[src/rtl/ex_wb_stage.sv]
// Execute / write-back stage: ALU, branch resolution, word data-memory access
// with an IDLE/MEM_WAIT handshake FSM, and registered write-back outputs.
// Optional build macro WB_FORWARD_EN adds a write-back bypass on src1/src2
// (selected by the extra rs1_sel/rs2_sel ports that exist only in that build).
module ex_wb_stage (
  input  logic        clk,
  input  logic        reset,
  input  logic        stall,
  input  logic        immediate_sel,
  input  logic        alu,
  input  logic        lui,
  input  logic        jal,
  input  logic        jalr,
  input  logic        branch,
  input  logic        mem_write,
  input  logic        mem_to_reg,
  input  logic        arithsubtype,
  input  logic        illegal_inst,
  input  logic [31:0] execute_immediate,
  input  logic [31:0] pc,
  input  logic [4:0]  dest_reg_sel,
  input  logic [2:0]  alu_operation,
  input  logic [31:0] rs1_data,
  input  logic [31:0] rs2_data,
`ifdef WB_FORWARD_EN
  input  logic [4:0]  rs1_sel,
  input  logic [4:0]  rs2_sel,
`endif
  output logic        dmem_req,
  output logic        dmem_we,
  output logic [31:0] dmem_addr,
  output logic [31:0] dmem_wdata,
  input  logic        dmem_ready,
  input  logic [31:0] dmem_rdata,
  output logic        branch_taken,
  output logic [31:0] branch_target,
  output logic        wb_stall,
  output logic        wb_alu_to_reg,
  output logic        wb_mem_to_reg,
  output logic [4:0]  wb_dest_reg_sel,
  output logic [31:0] wb_result,
  output logic [31:0] wb_read_data,
  output logic        ex_exception
);

  localparam int unsigned XLEN = 32;
  localparam int unsigned RW   = 5;

  localparam logic [0:0] IDLE     = 1'b0;
  localparam logic [0:0] MEM_WAIT = 1'b1;

  logic [0:0]      state_q;
  logic [0:0]      state_d;
  logic            squash_q;

  // Request captured when entering MEM_WAIT
  logic            held_we;
  logic            held_load;
  logic [RW-1:0]   held_dest;
  logic [XLEN-1:0] held_addr;
  logic [XLEN-1:0] held_wdata;

  // Response that arrived while the pipeline was stalled
  logic            resp_q;
  logic [XLEN-1:0] resp_data_q;

  logic [XLEN-1:0] src1;
  logic [XLEN-1:0] src2;
  logic [XLEN-1:0] op_b;
  logic [4:0]      shamt;
  logic [XLEN-1:0] alu_out;
  logic [XLEN-1:0] ex_result;
  logic [XLEN-1:0] pc_plus4;
  logic [XLEN-1:0] mem_addr;
  logic [XLEN-1:0] jalr_sum;
  logic [XLEN-1:0] target;
  logic            br_cond;
  logic            valid;
  logic            mem_op;
  logic            misaligned;
  logic            issue;
  logic            redirect;
  logic            rd_nz;
  logic            alu_we;

  logic            mem_done;
  logic            done_load;
  logic [RW-1:0]   done_dest;
  logic [XLEN-1:0] done_data;

  // Operand source: register-file ports, optionally bypassed from write-back
`ifdef WB_FORWARD_EN
  logic            wb_wr;
  logic [XLEN-1:0] wb_val;
  assign wb_wr  = (wb_alu_to_reg | wb_mem_to_reg) && (wb_dest_reg_sel != RW'(0));
  assign wb_val = wb_mem_to_reg ? wb_read_data : wb_result;
  assign src1   = (wb_wr && (wb_dest_reg_sel == rs1_sel)) ? wb_val : rs1_data;
  assign src2   = (wb_wr && (wb_dest_reg_sel == rs2_sel)) ? wb_val : rs2_data;
`else
  assign src1 = rs1_data;
  assign src2 = rs2_data;
`endif

  assign op_b       = immediate_sel ? execute_immediate : src2;
  assign shamt      = op_b[4:0];
  assign pc_plus4   = pc + XLEN'(4);
  assign mem_addr   = src1 + execute_immediate;
  assign jalr_sum   = src1 + execute_immediate;
  assign target     = jalr ? (jalr_sum & ~XLEN'(1)) : (pc + execute_immediate);
  assign valid      = ~squash_q & ~illegal_inst;
  assign mem_op     = mem_write | mem_to_reg;
  assign misaligned = (mem_addr[1:0] != 2'b00);
  assign rd_nz      = (dest_reg_sel != RW'(0));
  assign issue      = reset & ~stall & (state_q == IDLE) & valid & mem_op & ~misaligned;
  assign redirect   = valid & (jal | jalr | (branch & br_cond));
  assign alu_we     = valid & rd_nz & ~mem_op & (alu | lui | jal | jalr);

  // ALU selected by FUNC3
  always_comb begin : alu_comb
    alu_out = '0;
    case (alu_operation)
      3'b000:  alu_out = arithsubtype ? (src1 - op_b) : (src1 + op_b);
      3'b001:  alu_out = src1 << shamt;
      3'b010:  alu_out = XLEN'($signed(src1) < $signed(op_b));
      3'b011:  alu_out = XLEN'(src1 < op_b);
      3'b100:  alu_out = src1 ^ op_b;
      3'b101:  alu_out = arithsubtype ? XLEN'($signed(src1) >>> shamt) : (src1 >> shamt);
      3'b110:  alu_out = src1 | op_b;
      default: alu_out = src1 & op_b;
    endcase
  end

  // Result select for register write-back
  always_comb begin : result_mux
    ex_result = alu_out;
    if (lui) begin
      ex_result = execute_immediate;
    end else if (jal || jalr) begin
      ex_result = pc_plus4;
    end
  end

  // Branch condition by FUNC3; reserved codes never taken
  always_comb begin : branch_cmp
    br_cond = 1'b0;
    case (alu_operation)
      3'b000:  br_cond = (src1 == src2);
      3'b001:  br_cond = (src1 != src2);
      3'b100:  br_cond = ($signed(src1) < $signed(src2));
      3'b101:  br_cond = ($signed(src1) >= $signed(src2));
      3'b110:  br_cond = (src1 < src2);
      3'b111:  br_cond = (src1 >= src2);
      default: br_cond = 1'b0;
    endcase
  end

  // Memory FSM next state, request outputs, stall and completion
  always_comb begin : mem_fsm_comb
    state_d    = state_q;
    dmem_req   = 1'b0;
    dmem_we    = 1'b0;
    dmem_addr  = '0;
    dmem_wdata = '0;
    wb_stall   = 1'b0;
    mem_done   = 1'b0;
    done_load  = 1'b0;
    done_dest  = '0;
    done_data  = dmem_rdata;
    case (state_q)
      IDLE: begin
        if (issue) begin
          dmem_req   = 1'b1;
          dmem_we    = mem_write;
          dmem_addr  = mem_addr;
          dmem_wdata = src2;
          done_load  = mem_to_reg & rd_nz;
          done_dest  = dest_reg_sel;
          if (dmem_ready) begin
            mem_done = 1'b1;
          end else begin
            wb_stall = 1'b1;
            state_d  = MEM_WAIT;
          end
        end
      end
      default: begin
        done_load = held_load;
        done_dest = held_dest;
        if (resp_q) begin
          done_data = resp_data_q;
          if (!stall) begin
            mem_done = 1'b1;
            state_d  = IDLE;
          end
        end else begin
          dmem_req   = 1'b1;
          dmem_we    = held_we;
          dmem_addr  = held_addr;
          dmem_wdata = held_wdata;
          if (!dmem_ready) begin
            wb_stall = 1'b1;
          end else if (!stall) begin
            mem_done = 1'b1;
            state_d  = IDLE;
          end
        end
      end
    endcase
  end

  // FSM state register
  always_ff @(posedge clk or negedge reset) begin : mem_fsm_reg
    if (!reset) begin
      state_q <= IDLE;
    end else if (!stall) begin
      state_q <= state_d;
    end
  end

  // Hold the request across MEM_WAIT and capture responses seen during stall
  always_ff @(posedge clk or negedge reset) begin : mem_hold_reg
    if (!reset) begin
      held_we     <= 1'b0;
      held_load   <= 1'b0;
      held_dest   <= '0;
      held_addr   <= '0;
      held_wdata  <= '0;
      resp_q      <= 1'b0;
      resp_data_q <= '0;
    end else begin
      if (issue && !dmem_ready) begin
        held_we    <= mem_write;
        held_load  <= mem_to_reg & rd_nz;
        held_dest  <= dest_reg_sel;
        held_addr  <= mem_addr;
        held_wdata <= src2;
      end
      if ((state_q == MEM_WAIT) && !resp_q && dmem_ready && stall) begin
        resp_q      <= 1'b1;
        resp_data_q <= dmem_rdata;
      end else if (mem_done) begin
        resp_q <= 1'b0;
      end
    end
  end

  // Write-back, redirect, squash and exception registers
  always_ff @(posedge clk or negedge reset) begin : wb_reg
    if (!reset) begin
      wb_alu_to_reg   <= 1'b0;
      wb_mem_to_reg   <= 1'b0;
      wb_dest_reg_sel <= '0;
      wb_result       <= '0;
      wb_read_data    <= '0;
      branch_taken    <= 1'b0;
      branch_target   <= '0;
      squash_q        <= 1'b0;
      ex_exception    <= 1'b0;
    end else if (!stall) begin
      if (mem_done) begin
        wb_alu_to_reg   <= 1'b0;
        wb_mem_to_reg   <= done_load;
        wb_dest_reg_sel <= done_dest;
        wb_read_data    <= done_data;
      end else if (state_q == IDLE) begin
        wb_alu_to_reg   <= alu_we;
        wb_mem_to_reg   <= 1'b0;
        wb_dest_reg_sel <= dest_reg_sel;
        wb_result       <= ex_result;
      end else begin
        wb_alu_to_reg <= 1'b0;
        wb_mem_to_reg <= 1'b0;
      end
      if ((state_q == IDLE) && redirect) begin
        branch_target <= target;
      end
      branch_taken <= (state_q == IDLE) & redirect;
      squash_q     <= (state_q == IDLE) & redirect;
      ex_exception <= (state_q == IDLE) & ~squash_q &
                      (illegal_inst | (mem_op & misaligned));
    end
  end

endmodule
[config.mk]
export PLATFORM = sky130hd
export DESIGN_NAME = ex_wb_stage
export DESIGN_NICKNAME = d
export VERILOG_FILES = /design/src/rtl/ex_wb_stage.sv
export SDC_FILE = /design/constraint.sdc
export NUM_CORES = 1
export LEC_CHECK = 0
export ABC_CLOCK_PERIOD_IN_PS = 5000
export CORE_ASPECT_RATIO = 0.9
export CORE_UTILIZATION = 30
export CTS_CLUSTER_SIZE = 30
export DETAILED_ROUTE_END_ITERATION = 10
export GPL_ROUTABILITY_DRIVEN = 0
export MAX_ROUTING_LAYER = met4
export REMOVE_ABC_BUFFERS = 1
export SYNTH_ARGS = -nofsm -noshare
export SYNTH_HDL_FRONTEND = slang
export SYNTH_SLANG_ARGS = --single-unit
[constraint.sdc]
create_clock -name clk -period 5 [get_ports clk]
set_clock_uncertainty 0.1 [all_clocks]
set_input_delay 1 -clock clk [delete_from_list [all_inputs] [get_ports clk]]
set_output_delay 1 -clock clk [all_outputs]
set_load 0.05 [all_outputs]
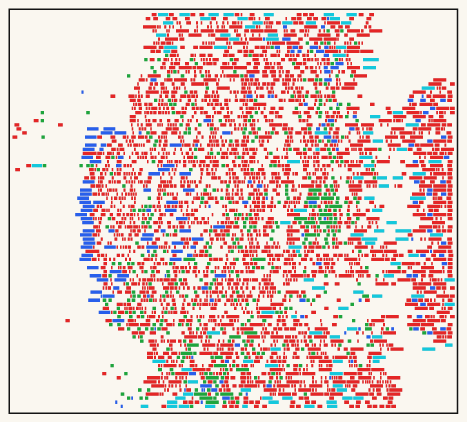
Fig. 1. Drive-strength map (run 1).
Drawn at 1.5 px/um.
Key: drive 6 and up = cyan [cells 111, most used buf_12]; drive 2 = blue [cells 184, most used mux4_2]; drive 3 to 4 = green [cells 431, most used buf_4]; drive 1 or less = red [cells 2,897, most used nand2_1]

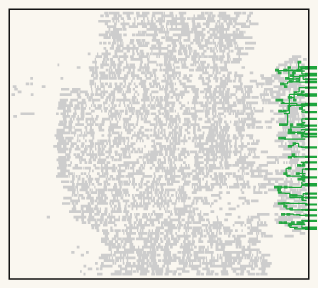
Fig. 2. Port wiring (run 1).
Drawn at 1 px/um.
Key: dmem_rdata = green [bits 32, direction input, edge east, end cells 64, wire 929 um]
number of port buffers: 353
number of I/O pins: 354

==> results.sh, run 1 <==
# flow metrics
export IMPL_cap_violations=0
export IMPL_root_buffer="sky130_fd_sc_hd__clkbuf_16"
export IMPL_timing_final_crit_share_pct=98.20
export IMPL_cts_htree_levels=1
export IMPL_pg_clk_mw=2.06
export IMPL_std_cell_rows=97
export IMPL_layoutNonFillerInstCount=4681
export IMPL_dr_wl_met2_mm=47.67
export IMPL_period_needed_ps=4910
export IMPL_swShare_pct=43.58
export IMPL_comb_share_pct=52.82
export IMPL_critPathKind="in -> out"
export IMPL_reported_sequential_group_power_mw=2.33
export IMPL_final_setup_worst_slack_ps=89.96
export IMPL_insertion_delay_ps=570
export IMPL_yosys_stat_chip_area_um2=23640
export IMPL_detail_route_iter0_violations=3006
export IMPL_synthArstFlopShare_pct=100.0
export IMPL_post_synth_top_area_fraction_pct=22.23
export IMPL_portion_of_total_power_attributed_to_the_clock_network_pct=22.6
export IMPL_tool_warnings=94
export IMPL_ys_warnings_count=0
export IMPL_power_top_group="combinational cells"
export IMPL_buffers=756
export IMPL_crit_path_cell_trace="buf_8, ha_4, inv_2, fa_2, nor2b_2, o211ai_1, o21ai_2, buf_6, o31ai_4, a2111oi_2, buf_4, o22ai_2, o21bai_1, a21oi_2, xnor2_2, a22o_1, buf_12"
export IMPL_core_area_um2=77920
export IMPL_post_synth_num_cell_types=89
export IMPL_via_per_inst=5.647
export IMPL_final_nonclk_buf_share_pct=22.14
export IMPL_layout_nets=3985
export IMPL_logic_area_um2=17240
export IMPL_timing_hold_violations_final=0
export IMPL_postSynthAreaPerCell_um2=7.817
export IMPL_layout_filler_cells=7869
export IMPL_ys_flops=210
export IMPL_power_combinational_fraction_pct=51.8
export IMPL_clkTransAtPathRegs_ps=60
export IMPL_finalSetupViolCount=0
export IMPL_global_route_usage_met1_pct=34.36
export IMPL_hold_class="in -> async"
export IMPL_global_routing_usage_summed_across_all_routing_layers_pct=26.81
export IMPL_synth_top_cell_by_count="sky130_fd_sc_hd__nand2_1"
export IMPL_yosys_most_used_dff="sky130_fd_sc_hd__dfrtp_1"
export IMPL_p_comb_mw=4.72
export IMPL_cp_data_required_time_ps=3900
export IMPL_end_kind="output pin"
export IMPL_synth_sequential_area_ratio_pct=22.23
export IMPL_cts_tree="built"
export IMPL_initial_antenna_violation_count=22
export IMPL_dp_slack_ps=-870.1
export IMPL_post_cts_setup_buffer_count=3
export IMPL_n_antenna_cell=19
export IMPL_layout_sequential_cells=210
export IMPL_design_die_area_um2=79920
export IMPL_drc_errors=0
export IMPL_synth_cells_yosys=3024
export IMPL_layout_top_cells_excl_fill_tap="sky130_fd_sc_hd__buf_4, sky130_fd_sc_hd__nand2_1, sky130_fd_sc_hd__o21ai_0"
export IMPL_power_static_leakage_nw=14.64
export IMPL_num_tap_cells=1039
export IMPL_drt_pre_antenna_iters=6
export IMPL_yosysTopAreaCell="sky130_fd_sc_hd__dfrtp_1"
export IMPL_synth_cells_most_frequent="sky130_fd_sc_hd__nand2_1, sky130_fd_sc_hd__o21ai_0, sky130_fd_sc_hd__a21oi_1, sky130_fd_sc_hd__nor2_1, sky130_fd_sc_hd__dfrtp_1"
export IMPL_clk_path_buf_depth=3
export IMPL_synth_edff_count=0
export IMPL_cp_arrival_ps=3810
export IMPL_top_layer_in_use="met4"
export IMPL_power_per_cell_area_nw_per_um2=279.5
export IMPL_total_switching_power_mw=3.975
export IMPL_post_synth_main_area_contributors="sky130_fd_sc_hd__dfrtp_1, sky130_fd_sc_hd__ha_1, sky130_fd_sc_hd__nand2_1, sky130_fd_sc_hd__o21ai_0, sky130_fd_sc_hd__mux4_2"
export IMPL_met3RoutedLength_mm=10.68
export IMPL_nonClockInverterCount=171
export IMPL_status="finished, final reports clean"
export IMPL_fp_dieW_um=297.9
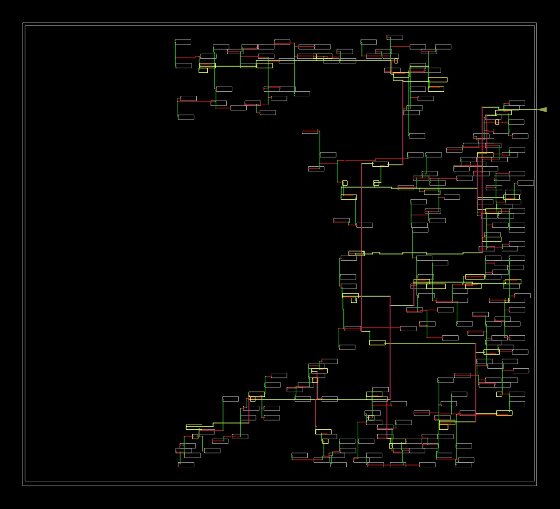
Fig. 3. Clock wiring as the flow saved it (run 1).
TritonCTS Buffers: 27
total of clock buffers placed in the layout: 30

[run 1: worst paths after layout]
path	slack (ps)	depth (start not counted)	startpoint	to
setup / recovery	90	17	rs1_data[0]	dmem_addr[28]
hold / removal	300	1	reset	wb_read_data[23]
setup reg to reg	2030	10	state_q	wb_result[28]
hold reg to reg	370	2	held_addr[20]	held_addr[20]
max in group asynchronous	2790	3	reset	branch_target[31]
min in group clk	370	2	held_addr[20]	held_addr[20]
[run 1: worst reg2reg max path, cell delays in order, from the launching register on]
cell                       delay, ps
sky130_fd_sc_hd__dfrtp_1         490
sky130_fd_sc_hd__nor4_1          340
sky130_fd_sc_hd__buf_4           200
sky130_fd_sc_hd__and4_1          260
sky130_fd_sc_hd__buf_4           210
sky130_fd_sc_hd__nand2_1         120
sky130_fd_sc_hd__and2_0          270
sky130_fd_sc_hd__nand2_1         380
sky130_fd_sc_hd__a211oi_2        110
sky130_fd_sc_hd__and3_1          190
sky130_fd_sc_hd__a211oi_1        200
[run 1: kinds of logic (layout without fill, tap and decap cells)]
family	after synthesis	count (layout)	synth area share [%]
AND-OR/OR-AND	1008	1008	27.14
AND/OR/NAND/NOR	922	922	17.18
buffers and inverters	375	974	6.595
flip-flops	210	210	22.23
multiplexers	207	207	12.39
adder cells (fa/ha/maj)	198	198	10.61
XOR/XNOR	104	104	3.854
other	0	19	0
[run 1: stage by stage]
stage	utilization (%)	instance area [um^2]	power, mW	hold slack, ps	setup TNS, ps
after floorplan	-	22720	5.006	344.2	-44890
after global placement	40.19	31310	6.924	357.1	-10340
after detailed placement	40.19	31310	6.958	361.9	-10630
after CTS	41.73	32510	9.098	288.9	-3.131
after global routing	41.88	32630	9.578	337.4	-69.82
final	41.88	32630	9.121	301.1	0
--- run 2 (diff from run 1) ---
--- a/config.mk
+++ b/config.mk
@@ -13,6 +13,7 @@
 export GPL_ROUTABILITY_DRIVEN = 0
 export MAX_ROUTING_LAYER = met4
 export REMOVE_ABC_BUFFERS = 1
+export SETUP_SLACK_MARGIN = 0.05
 export SYNTH_ARGS = -nofsm -noshare
 export SYNTH_HDL_FRONTEND = slang
 export SYNTH_SLANG_ARGS = --single-unit
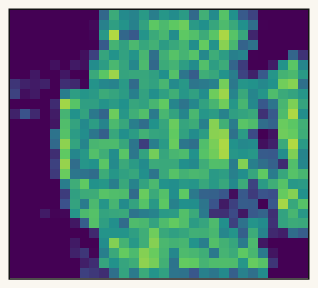
Fig. 4. Placement density heat map (run 2).
Drawn at 1 px/um. The die is cut into 30 by 27 equal tiles; dark purple is low, yellow is high, 0 to 100% covered.
The emptiest ninth of the die: north-west. The mean over all tiles is 39%. 6.9% of the tiles are over 75% full. 24% of the tiles are nearly empty.

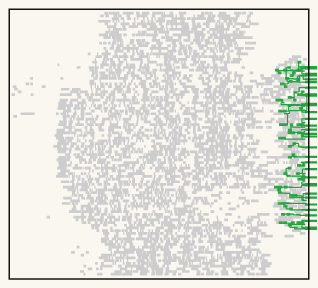
Fig. 5. Port wiring (run 2).
Drawn at 1 px/um.
Key: dmem_rdata = green [bits 32, direction input, edge east, end cells 64, wire 930 um]

==> results.sh, run 2 <==
# flow metrics
export IMPL_dp_slack_ps=-870.1
export IMPL_finalPower_mw=9.126
export IMPL_cap_violations=0
export IMPL_drt_pre_antenna_iters=6
export IMPL_design_die_area_um2=79920
export IMPL_insertion_delay_ps=570
export IMPL_yosys_most_used_dff="sky130_fd_sc_hd__dfrtp_1"
export IMPL_cts_htree_levels=1
export IMPL_synth_cells_most_frequent="sky130_fd_sc_hd__nand2_1, sky130_fd_sc_hd__o21ai_0, sky130_fd_sc_hd__a21oi_1, sky130_fd_sc_hd__nor2_1, sky130_fd_sc_hd__dfrtp_1"
export IMPL_period_needed_ps=4914
export IMPL_portion_of_total_power_attributed_to_the_clock_network_pct=22.6
export IMPL_cp_data_required_time_ps=3900
export IMPL_total_switching_power_mw=3.977
export IMPL_layout_nets=3987
export IMPL_synth_top_cell_by_count="sky130_fd_sc_hd__nand2_1"
export IMPL_top_layer_in_use="met4"
export IMPL_global_routing_usage_summed_across_all_routing_layers_pct=26.75
export IMPL_fp_dieW_um=297.9
export IMPL_post_synth_num_cell_types=89
export IMPL_synth_cells_yosys=3024
export IMPL_tool_warnings=94
export IMPL_yosysTopAreaCell="sky130_fd_sc_hd__dfrtp_1"
export IMPL_final_setup_worst_slack_ps=85.65
export IMPL_end_kind="output pin"
export IMPL_post_synth_top_area_fraction_pct=22.23
export IMPL_synth_sequential_area_ratio_pct=22.23
export IMPL_finalSetupViolCount=0
export IMPL_clkTransAtPathRegs_ps=60
export IMPL_status="finished, final reports clean"
export IMPL_post_route_util_pct=41.92
export IMPL_post_synth_main_area_contributors="sky130_fd_sc_hd__dfrtp_1, sky130_fd_sc_hd__ha_1, sky130_fd_sc_hd__nand2_1, sky130_fd_sc_hd__o21ai_0, sky130_fd_sc_hd__mux4_2"
export IMPL_ioPinCount=354
export IMPL_pg_clk_mw=2.07
export IMPL_power_static_leakage_nw=14.65
export IMPL_synth_edff_count=0
export IMPL_layout_top_cells_excl_fill_tap="sky130_fd_sc_hd__buf_4, sky130_fd_sc_hd__nand2_1, sky130_fd_sc_hd__o21ai_0"
export IMPL_power_top_group="combinational cells"
export IMPL_numCtsBuffers=27
export IMPL_drc_errors=0
-- run 2: cell counts after synthesis --
Identical to the previous run, type by type.
-- run 2: layout make-up --
type                       count  area, um^2  share of cell area, %
multi-input combinational   2439       17240                  52.78
antenna                       18       45.04                 0.1379
timing repair buffer         758        7257                  22.22
clock inverter                17       216.5                 0.6627
clock buffer                  30       706.9                  2.164
inverter                     171       644.4                  1.973
sequential                   210        5255                  16.09
tap                         1039        1300                  3.980
-- run 2: per-stage QoR --
stage	hold WS, ps	cell area, um^2	setup TNS (ps)	std cells
2_1_floorplan	344.2	22720	-44890	2820
3_3_place_gp	357.1	31310	-10340	4609
3_5_place_dp	361.9	31310	-10630	4609
4_1_cts	288.9	32540	-3.131	4660
5_1_grt	337.4	32660	-50.13	4681
6_report	299.5	32660	0	4682
-- run 2: logic make-up (layout without fill, tap and decap cells) --
group / Yosys count / in the layout / synth area share (%)
compound gates: 1008 / 1008 / 27.14
simple gates: 922 / 922 / 17.18
buf+inv: 375 / 976 / 6.595
flops: 210 / 210 / 22.23
mux: 207 / 207 / 12.39
fa+ha+maj: 198 / 198 / 10.61
xor+xnor: 104 / 104 / 3.854
other cells: 0 / 18 / 0
-- run 2: timing repair --
action,in CTS,in global routing
setup buffers,4,4
hold buffers,0,0
setup endpoints to repair,17,12
pin swaps,31,25
endpoints found under the hold margin,0,0
resized,121,25
-- run 2: worst paths after layout --
check	start	cells after the start	end	slack [ps]
worst max-delay path	rs1_data[0]	17	dmem_addr[28]	90
worst min-delay path	reset	1	wb_read_data[23]	300
worst max register to register	state_q	10	wb_result[24]	2030
worst min register to register	held_addr[6]	2	held_addr[6]	380
max in group asynchronous	reset	3	branch_target[31]	2800
min in group clk	held_addr[6]	2	held_addr[6]	380
Power and IR drop assume default switching activity.
